--- src/rtl/lock_reset_sequencer.sv ---
// Purpose: qualifies a synchronised PLL lock, then releases NUM_OUT active-low resets in staggered order.
// Latency: SYNC_STAGES+1 edges from locked to the first qualify count; rstn_out[k] follows at +LOCK_QUAL-1+k*STAGGER.
// Backpressure: none; lock loss or sw_rst reasserts every output on the next edge, and all outputs are registered.
module lock_reset_sequencer #(
    parameter int NUM_OUT     = 4,
    parameter int SYNC_STAGES = 2,
    parameter int LOCK_QUAL   = 1024,
    parameter int STAGGER     = 16,
    parameter int CNT_W       = 8
) (
    input  logic               i_clk,
    input  logic               i_rstn,
    input  logic               i_locked,
    input  logic               i_sw_rst,
    input  logic               i_clr_lost,
    output logic [NUM_OUT-1:0] o_rstn_out,
    output logic               o_ready,
    output logic               o_lock_lost,
    output logic [CNT_W-1:0]   o_loss_count
);

    localparam int QW = $clog2(LOCK_QUAL + 1);
    localparam int SW = $clog2(STAGGER + 1);
    localparam logic [QW-1:0]    QUAL_MAX = QW'(LOCK_QUAL);
    localparam logic [SW-1:0]    STAG_MAX = SW'(STAGGER);
    localparam logic [CNT_W-1:0] CNT_MAX  = '1;

    typedef enum logic [1:0] {
        WAIT_LOCK = 2'd0,
        QUALIFY   = 2'd1,
        RELEASE   = 2'd2,
        RUN       = 2'd3
    } state_t;

    logic [SYNC_STAGES-1:0] r_sync;
    logic                   w_locked_s;

    state_t               r_state, w_state_nxt;
    logic [NUM_OUT-1:0]   r_rstn_out, w_rstn_nxt, w_rstn_shift;
    logic                 r_ready, w_ready_nxt;
    logic                 r_lock_lost, w_lost_nxt;
    logic [CNT_W-1:0]     r_loss_count, w_cnt_nxt;
    logic [QW-1:0]        r_qual_cnt, w_qual_nxt, w_qual_inc;
    logic [SW-1:0]        r_stag_cnt, w_stag_nxt, w_stag_inc;
    logic                 w_loss_evt;
    logic                 w_abort;

    // Synchroniser chain for the asynchronous lock input; only its last stage is used.
    always_ff @(posedge i_clk) begin
        if (!i_rstn) begin
            r_sync <= '0;
        end else begin
            r_sync <= {r_sync[SYNC_STAGES-2:0], i_locked};
        end
    end

    assign w_locked_s = r_sync[SYNC_STAGES-1];

    // Next-state and output decode; an abort overrides everything computed in the case.
    always_comb begin
        w_state_nxt  = r_state;
        w_rstn_nxt   = r_rstn_out;
        w_ready_nxt  = r_ready;
        w_qual_nxt   = r_qual_cnt;
        w_stag_nxt   = r_stag_cnt;
        w_loss_evt   = 1'b0;
        w_abort      = 1'b0;
        // WAIT_LOCK seeing lock counts as the first qualified cycle.
        w_qual_inc   = (r_state == QUALIFY) ? r_qual_cnt + 1'b1 : QW'(1);
        w_stag_inc   = r_stag_cnt + 1'b1;
        // Ascending thermometer: the next bit above those already released.
        w_rstn_shift = (r_rstn_out << 1) | NUM_OUT'(1);

        case (r_state)
            WAIT_LOCK, QUALIFY: begin
                if (r_state == QUALIFY && i_sw_rst) begin
                    w_abort = 1'b1;
                end else if (!w_locked_s) begin
                    // Losing lock before any release is not a loss event.
                    w_state_nxt = WAIT_LOCK;
                    w_qual_nxt  = '0;
                end else if (w_qual_inc == QUAL_MAX) begin
                    w_rstn_nxt = NUM_OUT'(1);
                    w_qual_nxt = '0;
                    w_stag_nxt = '0;
                    if (NUM_OUT == 1) begin
                        w_ready_nxt = 1'b1;
                        w_state_nxt = RUN;
                    end else begin
                        w_state_nxt = RELEASE;
                    end
                end else begin
                    w_qual_nxt  = w_qual_inc;
                    w_state_nxt = QUALIFY;
                end
            end
            RELEASE: begin
                if (!w_locked_s) begin
                    w_loss_evt = 1'b1;
                    w_abort    = 1'b1;
                end else if (i_sw_rst) begin
                    w_abort = 1'b1;
                end else if (w_stag_inc == STAG_MAX) begin
                    w_rstn_nxt = w_rstn_shift;
                    w_stag_nxt = '0;
                    if (w_rstn_shift[NUM_OUT-1]) begin
                        w_ready_nxt = 1'b1;
                        w_state_nxt = RUN;
                    end
                end else begin
                    w_stag_nxt = w_stag_inc;
                end
            end
            RUN: begin
                if (!w_locked_s) begin
                    w_loss_evt = 1'b1;
                    w_abort    = 1'b1;
                end else if (i_sw_rst) begin
                    w_abort = 1'b1;
                end
            end
            default: w_abort = 1'b1;
        endcase

        if (w_abort) begin
            w_state_nxt = WAIT_LOCK;
            w_rstn_nxt  = '0;
            w_ready_nxt = 1'b0;
            w_qual_nxt  = '0;
            w_stag_nxt  = '0;
        end

        // A loss on the same edge as a clear leaves the flag set.
        w_lost_nxt = w_loss_evt ? 1'b1 : (i_clr_lost ? 1'b0 : r_lock_lost);
        w_cnt_nxt  = (w_loss_evt && (r_loss_count != CNT_MAX)) ? r_loss_count + 1'b1 : r_loss_count;
    end

    // State, counters and all outputs registered together.
    always_ff @(posedge i_clk) begin
        if (!i_rstn) begin
            r_state      <= WAIT_LOCK;
            r_rstn_out   <= '0;
            r_ready      <= 1'b0;
            r_lock_lost  <= 1'b0;
            r_loss_count <= '0;
            r_qual_cnt   <= '0;
            r_stag_cnt   <= '0;
        end else begin
            r_state      <= w_state_nxt;
            r_rstn_out   <= w_rstn_nxt;
            r_ready      <= w_ready_nxt;
            r_lock_lost  <= w_lost_nxt;
            r_loss_count <= w_cnt_nxt;
            r_qual_cnt   <= w_qual_nxt;
            r_stag_cnt   <= w_stag_nxt;
        end
    end

    assign o_rstn_out   = r_rstn_out;
    assign o_ready      = r_ready;
    assign o_lock_lost  = r_lock_lost;
    assign o_loss_count = r_loss_count;

endmodule
--- config.mk ---
export PLATFORM = sky130hd
export DESIGN_NAME = lock_reset_sequencer
export DESIGN_NICKNAME = d
export VERILOG_FILES = /design/src/rtl/lock_reset_sequencer.sv
export SDC_FILE = /design/constraint.sdc
export NUM_CORES = 1
export LEC_CHECK = 0
export CAP_MARGIN = 20
export CORE_UTILIZATION = 35
export CTS_CLUSTER_DIAMETER = 150
export DETAILED_ROUTE_END_ITERATION = 6
export REMOVE_ABC_BUFFERS = 1
export SLEW_MARGIN = 0
export SYNTH_ARGS = -nofsm -noshare
export SYNTH_HDL_FRONTEND = slang
export SYNTH_SLANG_ARGS = --single-unit
--- constraint.sdc ---
create_clock -name i_clk -period 2.7 [get_ports i_clk]
set_input_delay 0.405 -clock i_clk [delete_from_list [all_inputs] [get_ports i_clk]]
set_output_delay 0.405 -clock i_clk [all_outputs]
set_load 0.005 [all_outputs]
==> Changelog: implementation, run 1 <==
## Flow update

* Synth mux share at less than 1%
* CP startpoint: r_qual_cnt[0]$_SDFFE_PP0P_
* Peak supply drop at approximately 0.21 mV
* TNS Setup at 0 ps
* CP Capture Type: flop
* Clock buf/inv share at around 4.4%
* Top-area cell type share of the netlist area at 37.5%
* Synth Warn # at 0
* Critical path depth at 7
* Most flop-heavy register: r_qual_cnt
* R2r worst-path depth at 7
* Status: completed
* Critical R2R Capture: r_stag_cnt[3]$_SDFFE_PP0P_
* Avg Inst Size Synth at roughly 8.2 um2
* Clk_skew at around 8.6 ps
* Htree depth at 2
* Worst rel slew slack at 71.4%
* Min-Delay Endpoint: r_sync[1]$_SDFF_PN0_
* Post-synth seq share at a little under two fifths
* Int Pwr at roughly 730 uW
* Setup Slack @ Placement at 561 ps
* Commonest Layout Cell: dfxtp_1
* Register clock-pin slew on the reported worst setup and hold paths at ~70 ps
* Flop area at 681 um2
* Gate Count Post-Synth at 221
* Final number of setup-violating endpoints at 0
* Die W at 74.0 um
* Final slew viol count at 0
* Fill cells at about 480
* Area Growth Syn to Fin at 18.1%
* Arr. time, crit path at between 2000 and 2500 ps
* Postcts setup bufs at 0
* Comb gates at between 150 and 200
* CP Class: reg2reg
* Sequential cell area share at a little under a third
* P_clk at around 400 uW
* Yosys stat area at 1810 um2
* Share of cells above drive strength 1 at approximately 7.9%
* Combinational Power at 52.6 uW
* Tap cells at roughly 67
* Number of synthesized flops with an enable pin at 0
* Worst r2r src: r_qual_cnt[0]$_SDFFE_PP0P_
* Inverters excl. clock at 2
* Final Instance Count excl. Fillers at 309
* Die height at about 74 um
* Yosys cell count at about 220
* Comb area leader: simple AND/OR/NAND/NOR gates
* FF+latch count, synth at 34
* Min-Delay Path Class: reg2reg
* FA/HA/MAJ Cells, Area Fraction at between 2 and 2.5%
* Final WL at 3.91 mm
* Synthesized area at approximately 1800 um2
* Placement Cell Area at just over 2000 um2
* Pwr Density at approximately 450 nW/um2
* Unique cell types at a little under 50
* Pleak at between 0.7 and 0.8 nW
* RSZ-0062 raised after global routing: false
* Flop count at 34
* Final Hold Fails at 0
* Dominant Register Cell: dfxtp_1
* Initial antenna violation count at 0
* Met2 WL at between 1.5 and 2 mm
* Non-clk bufs at 23
* Worst Hold Depth at 1
* Crit path buffers/inverters at 0
* Top pwr grp: sequential cells
* Critical Path Source Type: flop
* Fraction of area in multi-input gates at around half
* # hold bufs at CTS at 0
* Switching share of total power at approximately 24%
* WL/cell at about 13 um
* Metal3 WL at ~180 um
* First-pass GRT wire length at slightly below 7 mm
* Largest area contributor in the netlist: dfxtp_1
* Core area at ~4800 um2
* Clock Buffer Count at 6
* Routed Antenna Nets at 0
* Xor/xnor share at 3.86%
* CTS tree: done
* Max layer used: met4
* Max stage delay on crit path at around 400 ps
* Fin area at between 2000 and 2500 um2
* Cell area leaders: dfxtp_1, nand2_1, a21oi_1
* Critical Path End: r_stag_cnt[3]$_SDFFE_PP0P_
* Basic Gates by Area at a little under a third
* Root buffer cell: clkbuf_8
* Net count, final at roughly 250
* CTS Buf Count at 5
* Power share of the combinational group at under 10%
* Combinational Area at ~1100 um2
* Die footprint at 5480 um2
* Top cells by count: dfxtp_1, nand2_1, a21oi_1
* Post-CTS sizing at 0
* Seq power at 513 uW
* Crit path time final at between 2000 and 2500 ps
* M1 WL at between 2 and 2.5 mm
* Final hold slack at between 400 and 500 ps
* CP max FO at 7
* WP data required at ~2900 ps
* HP Start: r_sync[0]$_SDFF_PN0_
* Vias in the first global route at 1538
* Placed cells at about 300
* HPWL after DPL at between 2 and 3 mm
* Max Cap Violations at 0
* R2r setup slk at just under 600 ps
* Grt ovf at 0
* Top cell category: logic gates
* Pre-antenna DRT Iters at 4
* Critical path, cell by cell: ha_1, nand4bb_1, nor3_1, o211a_1, o2111ai_2, o21ai_0, o21ai_0
* Worst-Skew Late Latency at slightly below 300 ps
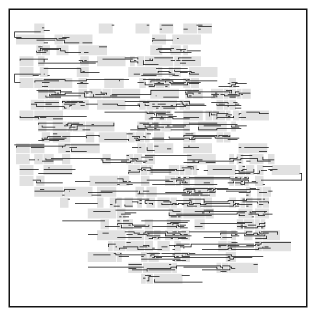
*Signal wires on met1, run 1*
Scale: 4 px per um.
main direction: horizontal
longest straight run: 23.5 um
nets with wire on the layer: 230
share of all routed wire: 52%

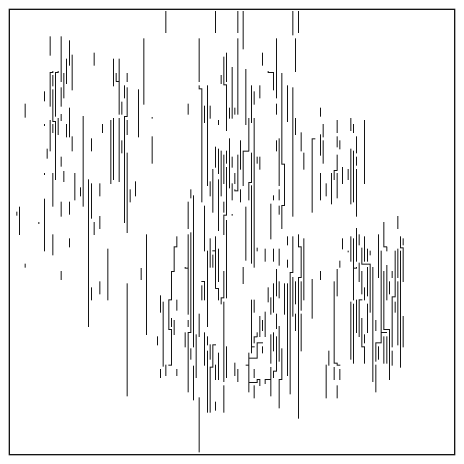
*The metal 2 layer, run 1*
Scale: 6 px per um.
wire length on this layer: 1660 um
main direction: vertical

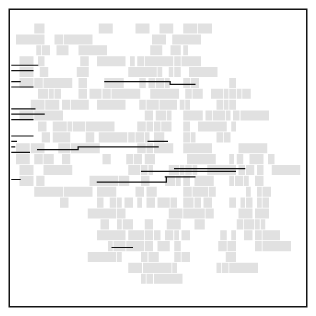
*The metal 3 layer, run 1*
Scale: 4 px per um.
longest straight run: 23.5 um
share of all routed wire: 4.7%

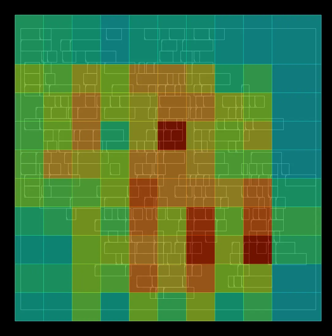
*Track usage over the die, run 1*
GR Util met3: 4.88%
GR met1 Demand/Resource: 21.6%
GRT met2 Usage: 24.6%
global-route usage over all layers: 16.2%
final core occ: 44.2%

==> run 2: changes to the inputs <==
- clock period: 2.7 -> 1.9 ns (I/O delays scaled with it)
==> Changelog: implementation, run 2 <==
## Flow update

* Status: completed (unchanged)
* Worst Hold Depth at 1 (unchanged)
* Combinational Power at 96.2 uW (was 52.6 uW)
* GR Util met3 at 3.52% (was 4.88%)
* Avg Inst Size Synth at 8.21 um2 (unchanged)
* Xor/xnor share at 3.86% (unchanged)
* Inverters excl. clock at 2 (unchanged)
* Switching share of total power at 21.3% (was 24.4%)
* Placement Cell Area at 2240 um2 (was 2050 um2)
* Worst rel slew slack at 77.8% (was 71.4%)
* Gate Count Post-Synth at 221 (unchanged)
* Htree depth at 2 (unchanged)
* CP Class: reg2reg (unchanged)
* Seq power at 727 uW (was 513 uW)
* Basic Gates by Area at 30.5% (unchanged)
* Grt ovf at 0 (unchanged)
* Clock Buffer Count at 6 (unchanged)
* Comb area leader: simple AND/OR/NAND/NOR gates (unchanged)
* Min-Delay Path Class: reg2reg (unchanged)
* Global-route usage over all layers at 16.6% (was 16.2%)
* Met2 WL at 1.94 mm (was 1.66 mm)
* Non-clk bufs at 51 (was 23)
* Die footprint at 5480 um2 (unchanged)
* Routed Antenna Nets at 0 (unchanged)
* Die height at 74.0 um (unchanged)
* Critical R2R Capture: o_rstn_out[0]$_SDFFE_PP0P_ (was r_stag_cnt[3]$_SDFFE_PP0P_)
* TNS Setup at 0 ps (unchanged)
* Cell area leaders: dfxtp_1, nand2_1, a21oi_1 (unchanged)
* M1 WL at 2.09 mm (was 2.03 mm)
* Final Instance Count excl. Fillers at 336 (was 309)
* Power share of the combinational group at 6.4% (was 5.4%)
* Core area at 4850 um2 (unchanged)
* Critical Path End: o_rstn_out[0]$_SDFFE_PP0P_ (was r_stag_cnt[3]$_SDFFE_PP0P_)
* Max layer used: met4 (unchanged)
* Final hold slack at 435 ps (about the same)
* R2r setup slk at 70 ps (was 580 ps)
* Min-Delay Endpoint: r_sync[1]$_SDFF_PN0_ (unchanged)
* Top cells by count: dfxtp_1, nand2_1, a21oi_1 (unchanged)
* Fin area at 2430 um2 (was 2140 um2)
* Top pwr grp: sequential cells (unchanged)
* Final number of setup-violating endpoints at 0 (unchanged)
* Flop count at 34 (unchanged)
* Metal3 WL at 179 um (was 182 um)
* Post-CTS sizing at 1 (was 0)
* R2r worst-path depth at 7 (unchanged)
* Final Hold Fails at 0 (unchanged)
* Critical path depth at 7 (unchanged)
* Sequential cell area share at 28.1% (was 31.8%)
* Clock buf/inv share at 4.63% (was 4.44%)
* Critical path, cell by cell: nor2b_1, and3b_2, o211a_1, o2111ai_4, buf_6, nor2_1, o31a_1 (was ha_1, nand4bb_1, nor3_1, o211a_1, o2111ai_2, o21ai_0, o21ai_0)
* Synth Warn # at 0 (unchanged)
* Fraction of area in multi-input gates at 45.8% (was 49.4%)
* Area Growth Syn to Fin at 34.1% (was 18.1%)
* Max stage delay on crit path at 450 ps (was 400 ps)
* CTS tree: done (unchanged)
* Pre-antenna DRT Iters at 4 (unchanged)
* Top-area cell type share of the netlist area at 37.5% (unchanged)
* Yosys cell count at 221 (unchanged)
* WP data required at 2080 ps (was 2870 ps)
* Dominant Register Cell: dfxtp_1 (unchanged)
* Combinational Area at 1110 um2 (was 1060 um2)
* Peak supply drop at 0.437 mV (was 0.209 mV)
* Yosys stat area at 1810 um2 (unchanged)
* CTS Buf Count at 5 (unchanged)
* Root buffer cell: clkbuf_8 (unchanged)
* Post-synth seq share at 37.5% (unchanged)
* GR met1 Demand/Resource at 22.5% (was 21.6%)
* Top cell category: logic gates (unchanged)
* Tap cells at 67 (unchanged)
* # hold bufs at CTS at 0 (unchanged)
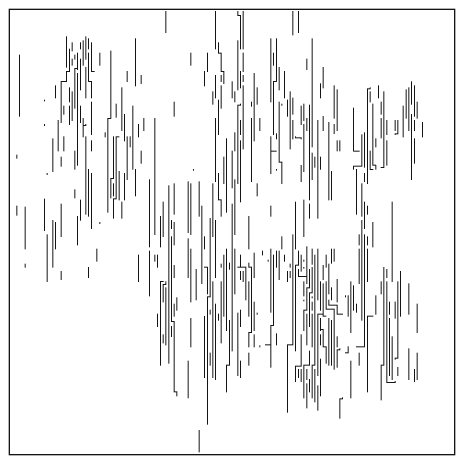
*The metal 2 layer, run 2*
Scale: 6 px per um.
share of all routed wire: 46%
nets with wire on the layer: 225
wire length on this layer: 1940 um
longest straight run: 29.6 um
main direction: vertical

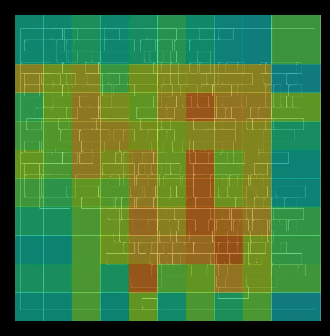
*Track usage over the die, run 2*
busiest grt layer: met2
final core occ: 50.2%

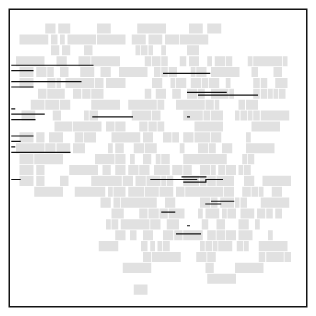
*The metal 3 layer, run 2*
Scale: 4 px per um.
share of all routed wire: 4.2%
main direction: horizontal

No activity file was given, so power comes from the tool's default toggle rates.
